File: src/rtl/parity_arbiter.sv
// Round-robin arbiter that streams nibble frames from NREQ clients through one
// shared 4-input XOR unit and returns one parity/count/id/error result per frame.

module xor_four_input (
    input  logic [3:0] a,
    output logic       y
);
    assign y = ^a;
endmodule

module parity_arbiter #(
    parameter int NREQ    = 4,
    parameter int CNT_W   = 8,
    parameter int TIMEOUT = 16
) (
    input  logic                    clk,
    input  logic                    rst_n,
    input  logic [NREQ-1:0]         req_valid,
    input  logic [4*NREQ-1:0]       req_data,
    input  logic [NREQ-1:0]         req_last,
    output logic [NREQ-1:0]         req_ready,
    output logic                    res_valid,
    input  logic                    res_ready,
    output logic                    res_parity,
    output logic [CNT_W-1:0]        res_count,
    output logic [$clog2(NREQ)-1:0] res_id,
    output logic                    res_err
);
    localparam int ID_W = $clog2(NREQ);
    localparam int TO_W = $clog2(TIMEOUT + 1);

    typedef enum logic [1:0] {IDLE, BUSY, DONE} state_t;

    state_t               state, state_nxt;
    logic [ID_W-1:0]      grant, rr_ptr, pick, cand;
    logic                 pick_vld;
    logic                 acc, acc_nxt;
    logic [CNT_W-1:0]     count, count_nxt;
    logic [TO_W-1:0]      idle_cnt;
    logic [NREQ-1:0][3:0] data_arr;
    logic [3:0]           xor_in;
    logic                 xor_out;
    logic                 beat, last_beat, timeout;
    int                   idx;

    assign data_arr = req_data;

    // Scan downward so the lowest offset from rr_ptr is the last (winning) assignment.
    always_comb begin
        pick     = '0;
        pick_vld = 1'b0;
        cand     = '0;
        idx      = 0;
        for (int k = NREQ - 1; k >= 0; k--) begin
            idx  = (int'(rr_ptr) + k) % NREQ;
            cand = ID_W'(idx);
            if (req_valid[cand]) begin
                pick     = cand;
                pick_vld = 1'b1;
            end
        end
    end

    // The only parity datapath: input muxed from the granted requester.
    assign xor_in = data_arr[grant];

    xor_four_input u_xor (
        .a (xor_in),
        .y (xor_out)
    );

    assign beat      = (state == BUSY) && req_valid[grant];
    assign last_beat = beat && req_last[grant];
    assign timeout   = (state == BUSY) && !beat && (idle_cnt == TO_W'(TIMEOUT - 1));
    assign acc_nxt   = acc ^ xor_out;
    assign count_nxt = (&count) ? count : count + 1'b1;

    always_ff @(posedge clk) begin
        if (!rst_n) state <= IDLE;
        else        state <= state_nxt;
    end

    always_comb begin
        state_nxt = state;
        case (state)
            IDLE:    if (pick_vld) state_nxt = BUSY;
            BUSY:    if (last_beat || timeout) state_nxt = DONE;
            DONE:    if (res_ready) state_nxt = IDLE;
            default: state_nxt = IDLE;
        endcase
    end

    always_comb begin
        req_ready = '0;
        if (state == BUSY) req_ready[grant] = 1'b1;
        res_valid = (state == DONE);
    end

    always_ff @(posedge clk) begin
        if (!rst_n) begin
            grant      <= '0;
            rr_ptr     <= '0;
            acc        <= 1'b0;
            count      <= '0;
            idle_cnt   <= '0;
            res_parity <= 1'b0;
            res_count  <= '0;
            res_id     <= '0;
            res_err    <= 1'b0;
        end else begin
            case (state)
                IDLE: begin
                    if (pick_vld) begin
                        grant    <= pick;
                        acc      <= 1'b0;
                        count    <= '0;
                        idle_cnt <= '0;
                    end
                end
                BUSY: begin
                    if (beat) begin
                        acc      <= acc_nxt;
                        count    <= count_nxt;
                        idle_cnt <= '0;
                    end else begin
                        idle_cnt <= idle_cnt + 1'b1;
                    end
                    // Result is captured on the way into DONE and held until handshake.
                    if (last_beat) begin
                        res_parity <= acc_nxt;
                        res_count  <= count_nxt;
                        res_id     <= grant;
                        res_err    <= 1'b0;
                    end else if (timeout) begin
                        res_parity <= acc;
                        res_count  <= count;
                        res_id     <= grant;
                        res_err    <= 1'b1;
                    end
                end
                DONE: begin
                    if (res_ready)
                        rr_ptr <= (grant == ID_W'(NREQ - 1)) ? '0 : grant + 1'b1;
                end
                default: ;
            endcase
        end
    end
endmodule

File: config.mk
export PLATFORM = sky130hd
export DESIGN_NAME = parity_arbiter
export DESIGN_NICKNAME = d
export VERILOG_FILES = /design/src/rtl/parity_arbiter.sv
export SDC_FILE = /design/constraint.sdc
export NUM_CORES = 1
export LEC_CHECK = 0
export ABC_AREA = 1
export CAP_MARGIN = 20
export CORE_MARGIN = 2
export CORE_UTILIZATION = 40
export DETAILED_ROUTE_END_ITERATION = 10
export PLACE_DENSITY_LB_ADDON = 0.2
export SLEW_MARGIN = 40
export SYNTH_ARGS = -nofsm -noshare
export SYNTH_HDL_FRONTEND = slang
export SYNTH_HIERARCHICAL = 1
export SYNTH_SLANG_ARGS = --single-unit
File: constraint.sdc
create_clock -name clk -period 2.1 [get_ports clk]
set_clock_uncertainty 0.05 [all_clocks]
set_input_delay 0.525 -clock clk [delete_from_list [all_inputs] [get_ports clk]]
set_output_delay 0.525 -clock clk [all_outputs]
set_load 0.03 [all_outputs]
wires.png
(3 px per um) Only two layers are drawn.
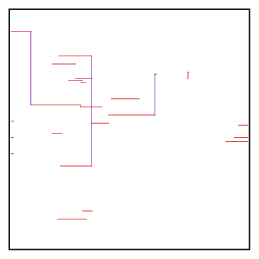
legend:
  metal 3:
    colour: red
    wire_length: 137 um
  metal 4:
    colour: purple
    wire_length: 74.8 um
final wirelength: 5.85 mm
DR WL/cell: 12.2 um

logic_types.png
(4 px per um)
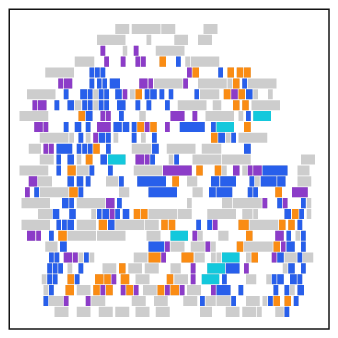
legend:
  aoi and oai cells:
    colour: orange
    cells: 54
    most_used: o21ai_0
    where: all over the die
  nand cells:
    colour: blue
    cells: 142
    most_used: nand2_1
  fa/ha/maj cells:
    colour: cyan
    cells: 7
    most_used: ha_1
  nor cells:
    colour: purple
    cells: 65
    most_used: nor2_1
    where: all over the die

clk_routes.png
(6 px per um)
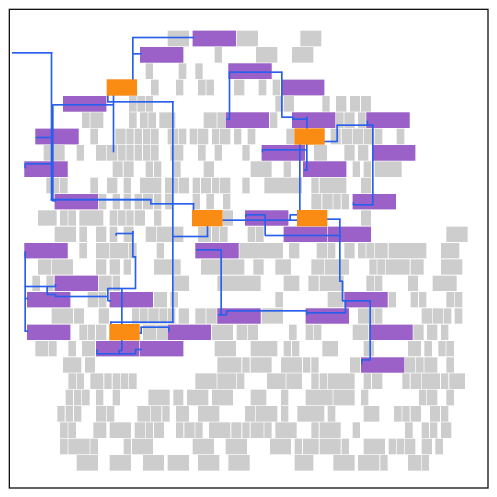
legend:
  clock wires:
    colour: blue
    length: 483 um
  clock drivers:
    colour: orange
    count: 5
  flip-flops:
    colour: purple
    count: 32
routed clock nets: 6

io_placement.png
(4 px per um) Pins as bars across the die edge, other pins in grey.
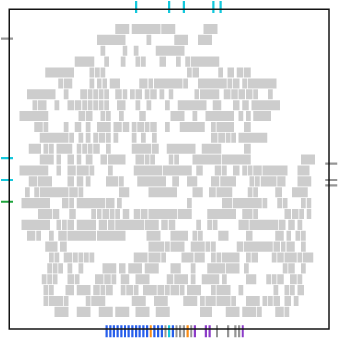
legend:
  res_id:
    colour: orange
    pins: 2
    direction: output
    edge: bottom
  res_parity:
    colour: green
    pins: 1
    direction: output
    edge: left
  req_data:
    colour: blue
    pins: 16
    direction: input
    edge: bottom
  req_ready:
    colour: purple
    pins: 4
    direction: output
    edge: bottom
  res_count:
    colour: cyan
    pins: 8
    direction: output
    edge: 5 top, 2 left, 1 bottom
all pins by edge: 32 bottom, 5 top, 4 left, 3 right
Port Buf Inserts: 43
chip height: 79.6 um
chip width: 79.6 um

==> flow_metrics.py <==
# Generated from Yosys and OpenROAD reports
metrics = {
    "global_routing": {
        "grt_pass1_vias": 2130,
        "maximum_number_of_pins_on_one_net_before_global_route_repair": 15,
        "grt_pass1_wl_mm": 9.68,
        "grt_antenna_before_repair": 0,
        "grtUsageTotal_pct": 19.3,
        "grt_remaining_overflow": 0,
    },
    "power": {
        "p_int_mw": 1.25,
        "clockPowerShare_pct": 21.4,
        "switchingPower_mw": 0.882,
        "combPwrFrac_pct": 43.1,
        "proportion_of_total_power_due_to_net_switching_pct": 41.3,
        "seqPwrFrac_pct": 35.5,
        "total_power_consumption_of_the_routed_design_mw": 2.13,
        "irDropWorstVdd_mv": 0.454,
        "p_leak_nw": 1.30,
        "p_per_area_nw_per_um2": 737,
    },
    "die": {
        "dieArea_um2": 6330,
        "fp-row-count": 27,
        "fp.coreArea_um2": 5510,
        "floorplan.initialDensity_pct": 41.5,
        "io-pin-count": 44,
    },
    "layout": {
        "post_layout_nonfiller_instances": 479,
        "stdcell_area_um2": 2900,
        "layout.core_utilization_pct": 52.6,
        "reg.largest.list": "count x8, res_count x8, idle_cnt x5",
        "insertedDiodeCount": 0,
        "flow.area_growth_from_synthesis_pct": 26.8,
        "layout_top_cell_excl_fill_tap": "sky130_fd_sc_hd__nand2_1",
        "drive_above_1_share_pct": 14.0,
        "final_net_count": 441,
        "most-common-layout-cells": "94 x sky130_fd_sc_hd__nand2_1, 48 x sky130_fd_sc_hd__nor2_1, 38 x sky130_fd_sc_hd__clkdlybuf4s50_1",
    },
    "clock_network": {
        "cts_htree_levels": 2,
        "cts_hold_buf": 0,
        "cts_buffers": 5,
        "postCtsSetupBuffers": 0,
        "clkTransAtPathRegs_ns": 0.07,
        "cts_tree": "done",
        "clockRootBuffer": "sky130_fd_sc_hd__clkbuf_8",
        "cts_resized": 3,
        "worst_case_clock_buffer_depth": 2,
        "clock_sink_count": 32,
        "clk-insertion-delay-late_ns": 0.29,
    },
    "worst_setup_path": {
        "regToRegStartpoint": "grant[1]",
        "crit_slowest_cell": "sky130_fd_sc_hd__dfxtp_1",
        "critPathBufInv": 2,
        "worstPathMaxFanout": 5,
        "critical_path.cell_chain": "ha_1 > inv_1 > nor2_1 > clkdlybuf4s15_1",
        "timing.critical_path.slowest_cell_delay_ns": 0.45,
        "start_kind": "flip-flop",
        "cp_top_family": "flip-flops",
        "setup.worst_path.end_class": "output pin",
        "critical_path.startpoint": "grant[1]",
        "critical_path_class": "reg2out",
        "cp.required_ns": 1.52,
    },
    "synth": {
        "synth.net_count": 389,
        "ys_types": 35,
        "synthesis.yosys.warnings": 6,
        "postSynthCellCount": 355,
        "post_synth_instance_area_um2": 2280,
        "ys_chip_area_um2": 2280,
        "synth.avg_cell_area_um2": 6.43,
        "synth_sequential_area_ratio_pct": 28.1,
        "ys_ff": 32,
        "synth-cells-yosys": 355,
    },
    "placed_design": {
        "placed_cells": 472,
        "placedInstanceArea_um2": 2820,
        "dp_hpwl_mm": 4.44,
        "gp_congestion": 0.821,
        "preCtsSetupSlack_ns": -0.147,
    },
    "detailed_routing": {
        "dr.pass1.iters": 4,
        "drc_errors": 0,
        "via_per_inst": 4.93,
        "vias_after_detailed_routing": 2363,
        "top_layer_used": "met4",
        "number_of_nets_still_failing_antenna_checks_after_routing": 0,
        "met1_length_mm": 2.87,
        "met3_wirelength_um": 137,
    },
    "final_timing": {
        "fmax_ghz": 0.492,
        "post-route-period-util_pct": 96.8,
        "final-hold-violation-count": 0,
        "final_critical_path_setup_slack_ns": 0.0677,
        "grt_setup_unrepaired": "no",
        "holdWs_ns": 0.414,
        "slew_at_the_pin_closest_to_its_max_slew_limit_ns": 0.467,
        "final-max-slew-violation-count": 0,
        "setup_viol": 0,
    },
    "flow_run": {
        "maxCapViolations": 0,
        "stage_log_warnings": 29,
    },
    "min_path": {
        "worst_hold_path_type": "reg2reg",
        "hold_path_start": "res_count[0]",
    },
    "outcome": {
        "outcome": "complete, no violations",
    },
}
[cell type report]
type | instances | area [um^2]
flip-flops and latches | 32 | 641
repair buffers | 52 | 490
clock inverters | 1 | 5.00
fillers | 564 | 2610
inverters | 43 | 170
clock buffers | 6 | 72.6
well taps | 72 | 90.1
multi-input cells | 273 | 1430
[final timing paths]
check                       to  slack (ns)  depth (start not counted)
setup / recovery  req_ready[2]        0.07                          4
hold / removal    res_count[0]        0.41                          2
setup reg to reg           acc        0.16                         13
hold reg to reg   res_count[0]        0.41                          2
[power groups by stage]
stage,Combinational [mW],Clock (mW),Sequential (mW)
finish,0.920,0.456,0.758
global route,1.02,0.478,0.768
CTS,0.922,0.458,0.756
detailed placement,0.924,0,0.769
global placement,0.911,0,0.769
floorplan,0.631,0,0.794
[routing by layer]
metal  up-vias  track usage (%)
met4         0             6.90
met1      1082             25.3
li1       1242                -
met5         -                0
met3         7             3.05
met2        32             32.1
[synth_stat cells]
master / n / area (um^2)
sky130_fd_sc_hd__nand3b_1: 1 / 7.51
sky130_fd_sc_hd__nand2_2: 4 / 25.0
sky130_fd_sc_hd__clkbuf_1: 4 / 15.0
sky130_fd_sc_hd__inv_1: 35 / 131
sky130_fd_sc_hd__nor2_4: 1 / 11.3
sky130_fd_sc_hd__a21oi_1: 17 / 85.1
sky130_fd_sc_hd__buf_6: 2 / 22.5
sky130_fd_sc_hd__xnor2_1: 2 / 17.5
sky130_fd_sc_hd__o22ai_1: 4 / 25.0
sky130_fd_sc_hd__nand3_1: 31 / 155
sky130_fd_sc_hd__inv_2: 5 / 18.8
sky130_fd_sc_hd__a31oi_1: 4 / 25.0
sky130_fd_sc_hd__clkinv_2: 1 / 5.00
sky130_fd_sc_hd__nor3_2: 2 / 20.0
sky130_fd_sc_hd__buf_4: 1 / 7.51
sky130_fd_sc_hd__dfxtp_1: 32 / 641
sky130_fd_sc_hd__a211oi_1: 1 / 7.51
sky130_fd_sc_hd__nor3_1: 2 / 10.0
sky130_fd_sc_hd__nand2_8: 2 / 40.0
sky130_fd_sc_hd__nor2_8: 1 / 20.0
sky130_fd_sc_hd__or2_0: 1 / 6.26
sky130_fd_sc_hd__nor2_2: 11 / 68.8
sky130_fd_sc_hd__nor2_1: 48 / 180
sky130_fd_sc_hd__nand2_1: 94 / 353
sky130_fd_sc_hd__o21ai_2: 2 / 17.5
sky130_fd_sc_hd__inv_4: 1 / 6.26
sky130_fd_sc_hd__o21ai_0: 20 / 100
sky130_fd_sc_hd__ha_1: 7 / 87.6
sky130_fd_sc_hd__xor2_1: 2 / 17.5
sky130_fd_sc_hd__nand4_1: 1 / 6.26
sky130_fd_sc_hd__nand3_2: 2 / 20.0
sky130_fd_sc_hd__nand2_4: 5 / 56.3
sky130_fd_sc_hd__inv_6: 1 / 8.76
sky130_fd_sc_hd__o21ai_1: 6 / 30.0
sky130_fd_sc_hd__nand3_4: 2 / 35.0
[cell families (layout without fill, tap and decap cells)]
group,after synthesis,count (layout),synth area share (%)
buffers and inverters,50,102,9.42
adder cells (fa/ha/maj),7,7,3.84
flip-flops,32,32,28.1
XOR/XNOR,4,4,1.53
AND-OR/OR-AND,54,54,12.7
AND/OR/NAND/NOR,208,208,44.4
Power and IR drop assume default switching activity.
